==> src/rtl/uart_pkg.sv <==
// Shared UART definitions: receiver/transmitter state encodings, frame defaults
// and parity modes.
package uart_pkg;

  localparam int unsigned DEF_CLKS_PER_BIT = 16;
  localparam int unsigned DEF_DATA_BITS    = 8;

  localparam int unsigned PARITY_MODE_EVEN = 0;
  localparam int unsigned PARITY_MODE_ODD  = 1;

  localparam int unsigned STATE_W = 3;

  localparam logic [2:0] ST_IDLE   = 3'd0;
  localparam logic [2:0] ST_START  = 3'd1;
  localparam logic [2:0] ST_DATA   = 3'd2;
  localparam logic [2:0] ST_PARITY = 3'd3;
  localparam logic [2:0] ST_STOP   = 3'd4;
  localparam logic [2:0] ST_BREAK  = 3'd5;

  // XOR of data and parity bit that a correct frame must produce.
  function automatic logic parity_target(input int unsigned mode);
    return (mode == PARITY_MODE_ODD);
  endfunction

endpackage

==> src/rtl/rx_bit_timer.sv <==
// Sample-point counter for the UART receiver: free-runs modulo CLKS_PER_BIT and
// flags the half-period and full-period terminal counts.
module rx_bit_timer
  import uart_pkg::*;
#(
  parameter int unsigned CLKS_PER_BIT = DEF_CLKS_PER_BIT
) (
  input  logic clk,
  input  logic reset,
  input  logic clear,
  output logic half_tc_c,
  output logic full_tc_c
);

  localparam int unsigned CNT_W = $clog2(CLKS_PER_BIT);
  localparam logic [CNT_W-1:0] HALF_LAST = CNT_W'(CLKS_PER_BIT / 2 - 1);
  localparam logic [CNT_W-1:0] FULL_LAST = CNT_W'(CLKS_PER_BIT - 1);

  logic [CNT_W-1:0] cnt_q;
  logic [CNT_W-1:0] cnt_d;

  always_comb begin
    cnt_d = cnt_q + CNT_W'(1);
    if (clear || (cnt_q == FULL_LAST)) begin
      cnt_d = '0;
    end
  end

  always_ff @(posedge clk) begin
    if (reset) begin
      cnt_q <= '0;
    end else begin
      cnt_q <= cnt_d;
    end
  end

  assign half_tc_c = (cnt_q == HALF_LAST);
  assign full_tc_c = (cnt_q == FULL_LAST);

endmodule

==> src/rtl/rx_sequencer.sv <==
// UART receive controller: start detection, mid-bit sampling, LSB-first shift,
// optional parity and stop check, valid/ready holding register with error pulses.
module rx_sequencer
  import uart_pkg::*;
#(
  parameter int unsigned CLKS_PER_BIT = DEF_CLKS_PER_BIT,
  parameter int unsigned DATA_BITS    = DEF_DATA_BITS,
  parameter int unsigned PARITY_EN    = 0,
  parameter int unsigned PARITY_ODD   = PARITY_MODE_EVEN
) (
  input  logic                 clk,
  input  logic                 reset,
  input  logic                 serial_in_synced,
  output logic [DATA_BITS-1:0] rx_data,
  output logic                 rx_valid,
  input  logic                 rx_ready,
  output logic                 framing_err,
  output logic                 parity_err,
  output logic                 overrun_err,
  output logic                 busy
);

  localparam int unsigned BIT_IDX_W = $clog2(DATA_BITS + 1);
  localparam logic [BIT_IDX_W-1:0] LAST_BIT = BIT_IDX_W'(DATA_BITS - 1);
  localparam logic PAR_TARGET = parity_target(PARITY_ODD);

  logic [STATE_W-1:0]   state_q, state_d;
  logic [BIT_IDX_W-1:0] bit_idx_q, bit_idx_d;
  logic [DATA_BITS-1:0] shreg_q, shreg_d;
  logic                 par_acc_q, par_acc_d;
  logic                 par_bad_q, par_bad_d;
  logic [DATA_BITS-1:0] rx_data_q, rx_data_d;
  logic                 rx_valid_q, rx_valid_d;
  logic                 framing_err_q, framing_err_d;
  logic                 parity_err_q, parity_err_d;
  logic                 overrun_err_q, overrun_err_d;
  logic                 busy_q, busy_d;

  logic timer_clear_c;
  logic half_tc_c;
  logic full_tc_c;

  rx_bit_timer #(
    .CLKS_PER_BIT(CLKS_PER_BIT)
  ) u_bit_timer (
    .clk      (clk),
    .reset    (reset),
    .clear    (timer_clear_c),
    .half_tc_c(half_tc_c),
    .full_tc_c(full_tc_c)
  );

  // Next-state, datapath and output-register logic.
  always_comb begin
    state_d       = state_q;
    bit_idx_d     = bit_idx_q;
    shreg_d       = shreg_q;
    par_acc_d     = par_acc_q;
    par_bad_d     = par_bad_q;
    rx_data_d     = rx_data_q;
    rx_valid_d    = rx_valid_q && !rx_ready;
    framing_err_d = 1'b0;
    parity_err_d  = 1'b0;
    overrun_err_d = 1'b0;
    timer_clear_c = 1'b0;

    case (state_q)
      ST_IDLE: begin
        timer_clear_c = 1'b1;
        if (!serial_in_synced) begin
          state_d = ST_START;
        end
      end

      ST_START: begin
        if (half_tc_c) begin
          timer_clear_c = 1'b1;
          if (serial_in_synced) begin
            state_d = ST_IDLE;
          end else begin
            state_d   = ST_DATA;
            bit_idx_d = '0;
            par_acc_d = 1'b0;
            par_bad_d = 1'b0;
          end
        end
      end

      ST_DATA: begin
        if (full_tc_c) begin
          shreg_d   = {serial_in_synced, shreg_q[DATA_BITS-1:1]};
          par_acc_d = par_acc_q ^ serial_in_synced;
          bit_idx_d = bit_idx_q + BIT_IDX_W'(1);
          if (bit_idx_q == LAST_BIT) begin
            state_d = (PARITY_EN != 0) ? ST_PARITY : ST_STOP;
          end
        end
      end

      ST_PARITY: begin
        if (full_tc_c) begin
          par_bad_d = ((par_acc_q ^ serial_in_synced) != PAR_TARGET);
          state_d   = ST_STOP;
        end
      end

      // Leaves at the stop mid-point so a back-to-back start edge is not missed.
      ST_STOP: begin
        if (full_tc_c) begin
          if (!serial_in_synced) begin
            framing_err_d = 1'b1;
            state_d       = ST_BREAK;
          end else if (par_bad_q) begin
            parity_err_d = 1'b1;
            state_d      = ST_IDLE;
          end else begin
            state_d = ST_IDLE;
            if (!rx_valid_q || rx_ready) begin
              rx_data_d  = shreg_q;
              rx_valid_d = 1'b1;
            end else begin
              overrun_err_d = 1'b1;
            end
          end
        end
      end

      ST_BREAK: begin
        timer_clear_c = 1'b1;
        if (serial_in_synced) begin
          state_d = ST_IDLE;
        end
      end

      default: begin
        state_d = ST_IDLE;
      end
    endcase

    busy_d = (state_d != ST_IDLE);
  end

  always_ff @(posedge clk) begin
    if (reset) begin
      state_q       <= ST_IDLE;
      bit_idx_q     <= '0;
      shreg_q       <= '0;
      par_acc_q     <= 1'b0;
      par_bad_q     <= 1'b0;
      rx_data_q     <= '0;
      rx_valid_q    <= 1'b0;
      framing_err_q <= 1'b0;
      parity_err_q  <= 1'b0;
      overrun_err_q <= 1'b0;
      busy_q        <= 1'b0;
    end else begin
      state_q       <= state_d;
      bit_idx_q     <= bit_idx_d;
      shreg_q       <= shreg_d;
      par_acc_q     <= par_acc_d;
      par_bad_q     <= par_bad_d;
      rx_data_q     <= rx_data_d;
      rx_valid_q    <= rx_valid_d;
      framing_err_q <= framing_err_d;
      parity_err_q  <= parity_err_d;
      overrun_err_q <= overrun_err_d;
      busy_q        <= busy_d;
    end
  end

  assign rx_data     = rx_data_q;
  assign rx_valid    = rx_valid_q;
  assign framing_err = framing_err_q;
  assign parity_err  = parity_err_q;
  assign overrun_err = overrun_err_q;
  assign busy        = busy_q;

endmodule

==> config.mk <==
export PLATFORM = sky130hd
export DESIGN_NAME = rx_sequencer
export DESIGN_NICKNAME = d
export VERILOG_FILES = /design/src/rtl/uart_pkg.sv /design/src/rtl/rx_bit_timer.sv /design/src/rtl/rx_sequencer.sv
export SDC_FILE = /design/constraint.sdc
export NUM_CORES = 1
export LEC_CHECK = 0
export CAP_MARGIN = 40
export CORE_ASPECT_RATIO = 0.75
export CORE_MARGIN = 5
export CORE_UTILIZATION = 55
export CTS_BUF_LIST = sky130_fd_sc_hd__clkbuf_4 sky130_fd_sc_hd__clkbuf_8
export DETAILED_ROUTE_END_ITERATION = 10
export PLACE_DENSITY = 0.85
export SKIP_CTS_REPAIR_TIMING = 1
export SYNTH_ARGS = -nofsm -noshare
export SYNTH_HDL_FRONTEND = slang
export SYNTH_SLANG_ARGS = --single-unit
==> constraint.sdc <==
create_clock -name clk -period 4.8 [get_ports clk]
set_input_delay 0.96 -clock clk [delete_from_list [all_inputs] [get_ports clk]]
set_output_delay 0.96 -clock clk [all_outputs]
set_load 0.01 [all_outputs]
==> run notes <==
The layout was made with Yosys and OpenROAD.

The critical path in the final layout is reported with a setup slack of 2.49 ns. According to the floorplan report, the die width is 69.4 µm. The power report attributes to the combinational group a share of 0.041.

The endpoint of the most critical register-to-register path is rx_data[1]. The count of final hold-check violations is 0. The top-level I/O count is 17. The launch point of the worst register-to-register path is recorded as u_bit_timer.cnt_q[0].

The share of cells above drive strength 1 is 0.104. The area growth from synthesis to final layout is 17.1%. The count of maximum capacitance violations is 0. The power attributed to the clock group is 170 µW. The group drawing the most power is sequential cells. The arrival time of data at the worst endpoint is listed as 2.53 ns. The fraction of met3 tracks used by global routing is 0.0550. The remaining number of nets flagged by the antenna check after routing is 0. The start point of the worst hold path is shreg_q[0].

Along the worst hold path, the cell count comes to 2. Timing would allow up to 432 MHz. Setup slack on the worst path after placement came out at 2.15 ns.

The synthesized netlist occupies a cell area of 1460 µm². The global-route wire length before repair is 4890 µm. For this run, the script counts the antenna cells in the layout as 0. For reference, the final report shows the max-slew violation count at 0. Along the worst path, the maximum fanout reaches 8. RePlAce ended its routability-driven mode at a weighted congestion of 0.772. After clock tree synthesis, the clock-pin slew on the worst setup and hold paths is 0.10 ns.

The count of fill cells added during filler insertion is 194. The transition time recorded at the tightest slew-check pin is 0.596 ns. The critical path data required time is 5.01 ns.

In this run, synthesis inferred 0 flip-flops with an integrated enable. The via count of the first global-routing pass was 1084. At the floorplan stage, the core utilization is reported as 0.564.

The predominant post-synthesis flop cell is sky130_fd_sc_hd__dfxtp_1. The power share of the sequential group is 0.600. The power spent charging and discharging nets is 106 µW. Summing all placed instances gives a cell area of 1640 µm².

The power density over the cells is 278 nW/µm². The routed wire length is 2870 µm. By instance count after routing, the leading logic cell type is sky130_fd_sc_hd__dfxtp_1. Buffers inserted during clock tree synthesis total 5.

Setup repair after global routing left no endpoint under its margin. The combinational cell power is 19.5 µW. The number of antenna violations at the first check in global routing was 0. Per the OpenROAD floorplan log, the height of the die is 54.6 µm.

The final cell count without fillers is 209. The total die size is 3790 µm². Once placement completed, the tool counted placed cells totaling 201. The clock reaches the later pin of the worst-skew pair after 0.33 ns. The final timing report derives a shortest allowable period of 2.31 ns. The flow ran to the end, and the final reports show no timing, DRC or antenna violations.

The proportion of total power due to net switching is 0.223. The highest supply drop recorded on VDD is 0.235 mV. The relative slew slack is 0.600. The source of the critical timing path is serial_in_synced. The static leakage is 0.642 nW. The last timing report of the flow puts the setup violation total at 0.

The design draws 474 µW. The detailed-routed wire length on met3 is 202 µm. Setup slack on the worst reg-to-reg path comes out at 2.91 ns. Final hold analysis gives a worst-case slack of 0.473 ns. The cell sequence reported for the critical path is clkdlybuf4s50_1 -> nor3b_2 -> nand4_4 -> mux2i_1 -> nor2_1. Ranking logic cells in the layout by count gives the top entries sky130_fd_sc_hd__dfxtp_1 (34), sky130_fd_sc_hd__nand2_1 (21), sky130_fd_sc_hd__a21oi_1 (16), sky130_fd_sc_hd__nor2_1 (16), sky130_fd_sc_hd__clkdlybuf4s50_1 (16). In this run, the number of DRC markers left after iteration 0 of detailed routing was 58. The number of detailed-routing iterations run before antenna repair is 4. After global routing the overflow that remains totals 0. The synth_stat.txt file lists the number of cells as 157. The wire length on met2 is 1300 µm. Routing resource usage on met1 recorded by global route was 0.211. The post-synthesis cell type count is 38. The total number of H-tree levels is 2. The via count of the routed design is 1177.

After detailed routing, the average wire length per cell comes to 13.7 µm. In the finished design, the share of the clock period the worst path needs comes to 0.482. The finished design was reported to have a net count of 178.

The maximum root-to-sink buffer count is 2. The end of the critical path is rx_data[1]. The count of warning messages emitted by the tools is 26. The global routing report lists combined usage of all routing layers as 0.166. The share of total power in the clock network is 0.359. The report puts the cell count of the worst reg-to-reg path at 5.

The warning tally printed by Yosys for this design is 0. STA classifies the critical path endpoint as a flip-flop. The register area share after synthesis is 0.467. The cell type of the slowest stage on the worst timing path is sky130_fd_sc_hd__clkdlybuf4s50_1. Entering global routing, the biggest net connects 24 pins. The synthesized area divided by synthesized cell count is 9.28 µm².

The clock tree has to reach 34 sinks. The class of the tightest hold or removal check is reg -> reg. Counting flops with an async set or reset pin after synthesis yields a share of 0. The met2 capacity usage during global routing is 0.271.

Synthesis produced 157 cells. The Yosys chip area is 1460 µm². The number of nets in the synthesized netlist is 163. The mean number of vias per cell is 5.63. The layer with the highest usage after global routing is met2. In the routed design, unresolved DRC markers number 0. The post-synth register bit count is 34. During placement, the flow inserted port buffers numbering 16. The delay of the slowest cell on the worst path is 0.68 ns. The topmost layer with routed signal wires is met4. The area taken by multi-input combinational cells is reported as 726 µm². Looking at the clock tree report, the root buffer type is sky130_fd_sc_hd__clkbuf_4. The kind of start point of the critical path is an input pin. The post-route met1 wirelength is 1330 µm. The final timing report lists clock skew as 0.00669 ns. The sum of negative setup slack is 0 ns. The type of the setup path with the least slack is in -> reg.

The internal power summed over all cells is 369 µW. Looking at the hold checks, the worst path lands on shreg_q[0]. The clock tree from TritonCTS is built. The HPWL after detailed placement is 2010 µm.
## worst max-delay path: cells and delay by family
family / cells / cell delay [ns]
buf+inv: 1 / 0.68
mux: 1 / 0.23
simple gates: 3 / 0.65
## logic make-up after synthesis
logic type,Yosys count,share of synthesized area
AOI/OAI and AO/OA,24,0.0936
and+or+nand+nor,73,0.295
adders and majority gates,2,0.0172
muxes,9,0.0618
xor gates and xnor gates,5,0.0300
buffers and inverters,10,0.0352
DFF,34,0.467
## synth_stat cells, types with 2 or more instances
master / count / share of area
sky130_fd_sc_hd__xor2_1: 3 / 0.018
sky130_fd_sc_hd__nand2b_1: 4 / 0.017
sky130_fd_sc_hd__buf_4: 3 / 0.015
sky130_fd_sc_hd__nand2_1: 21 / 0.054
sky130_fd_sc_hd__nor3_1: 5 / 0.017
sky130_fd_sc_hd__and2b_1: 3 / 0.015
sky130_fd_sc_hd__clkbuf_1: 4 / 0.010
sky130_fd_sc_hd__nor3_2: 2 / 0.014
sky130_fd_sc_hd__nand3_1: 5 / 0.017
sky130_fd_sc_hd__nor4_1: 3 / 0.013
sky130_fd_sc_hd__mux2i_1: 9 / 0.062
sky130_fd_sc_hd__nor2_1: 16 / 0.041
sky130_fd_sc_hd__a21oi_1: 16 / 0.055
sky130_fd_sc_hd__xnor2_1: 2 / 0.012
sky130_fd_sc_hd__buf_2: 2 / 0.0069
sky130_fd_sc_hd__ha_1: 2 / 0.017
sky130_fd_sc_hd__a211oi_1: 2 / 0.010
sky130_fd_sc_hd__dfxtp_1: 34 / 0.47
sky130_fd_sc_hd__and3_1: 2 / 0.0086
## layout make-up
class                      instances  share of cell area
multi-input combinational        113               0.425
clock buffer                       7              0.0345
tap                               36              0.0264
sequential                        34               0.399
clock inverter                     1             0.00293
inverter                           1             0.00220
timing repair buffer              17               0.110
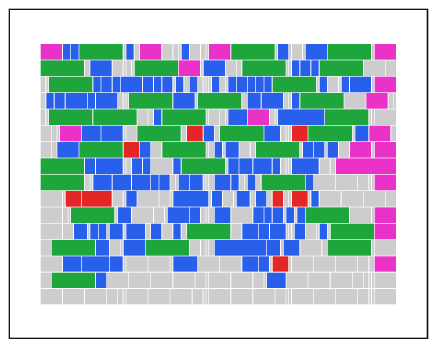
Fig. 1. Cells coloured by class.
(6 px per µm) Fill, decap, tap and diode cells in grey.
| colour | class | cells | share of their area |
|---|---|---|---|
| green | registers | 34 | 41% |
| magenta | remaining buffers and delay cells | 17 | 11% |
| red | clock drivers and dummy loads | 8 | 3.8% |
| blue | remaining logic cells | 114 | 44% |
floorplan core area: 2580 µm²
final core utilization: 0.661
area of all placed cells without fillers: 1710 µm²
proportion of cell area occupied by registers: 0.399
number of standard-cell rows in the floorplan: 16

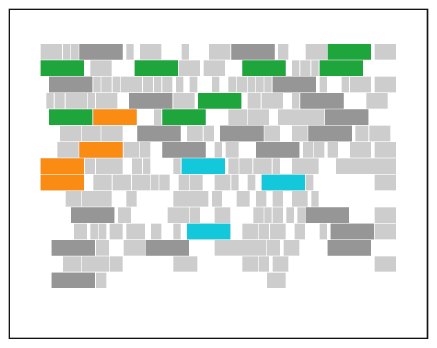
Fig. 2. Where the registers sit.
(6 px per µm)
| colour | signal | placed flops |
|---|---|---|
| green | rx_data | 8 |
| orange | bit_idx_q | 4 |
| cyan | state_q | 3 |
not coloured: 19
area taken by flip-flops and latches: 681 µm²
Power Sequential: 285 µW

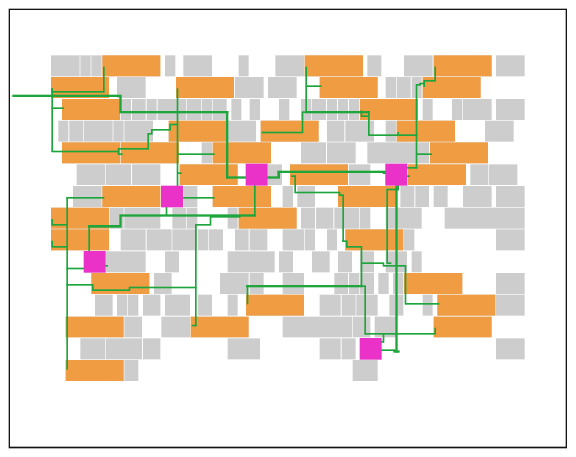
Fig. 3. Clock network drawn from the DEF.
(8 px per µm)
[orange] flip-flops | count: 34
[green] clock wires | length: 391 µm
[magenta] clock-net drivers | count: 5
routed clock nets: 6

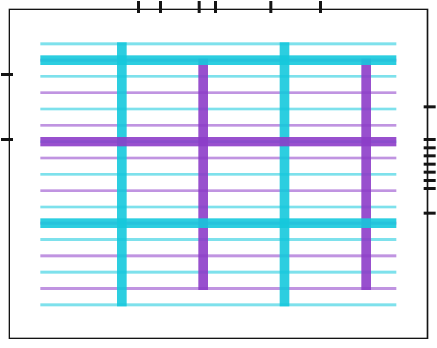
Fig. 4. Power grid.
(6 px per µm) Pins as bars on the die edge.
| colour | net |
|---|---|
| cyan | VSS |
| purple | VDD |
met5 straps: 3
met4 straps: 4
met1 rails: 17
rows: 16

Power and IR drop assume default switching activity.
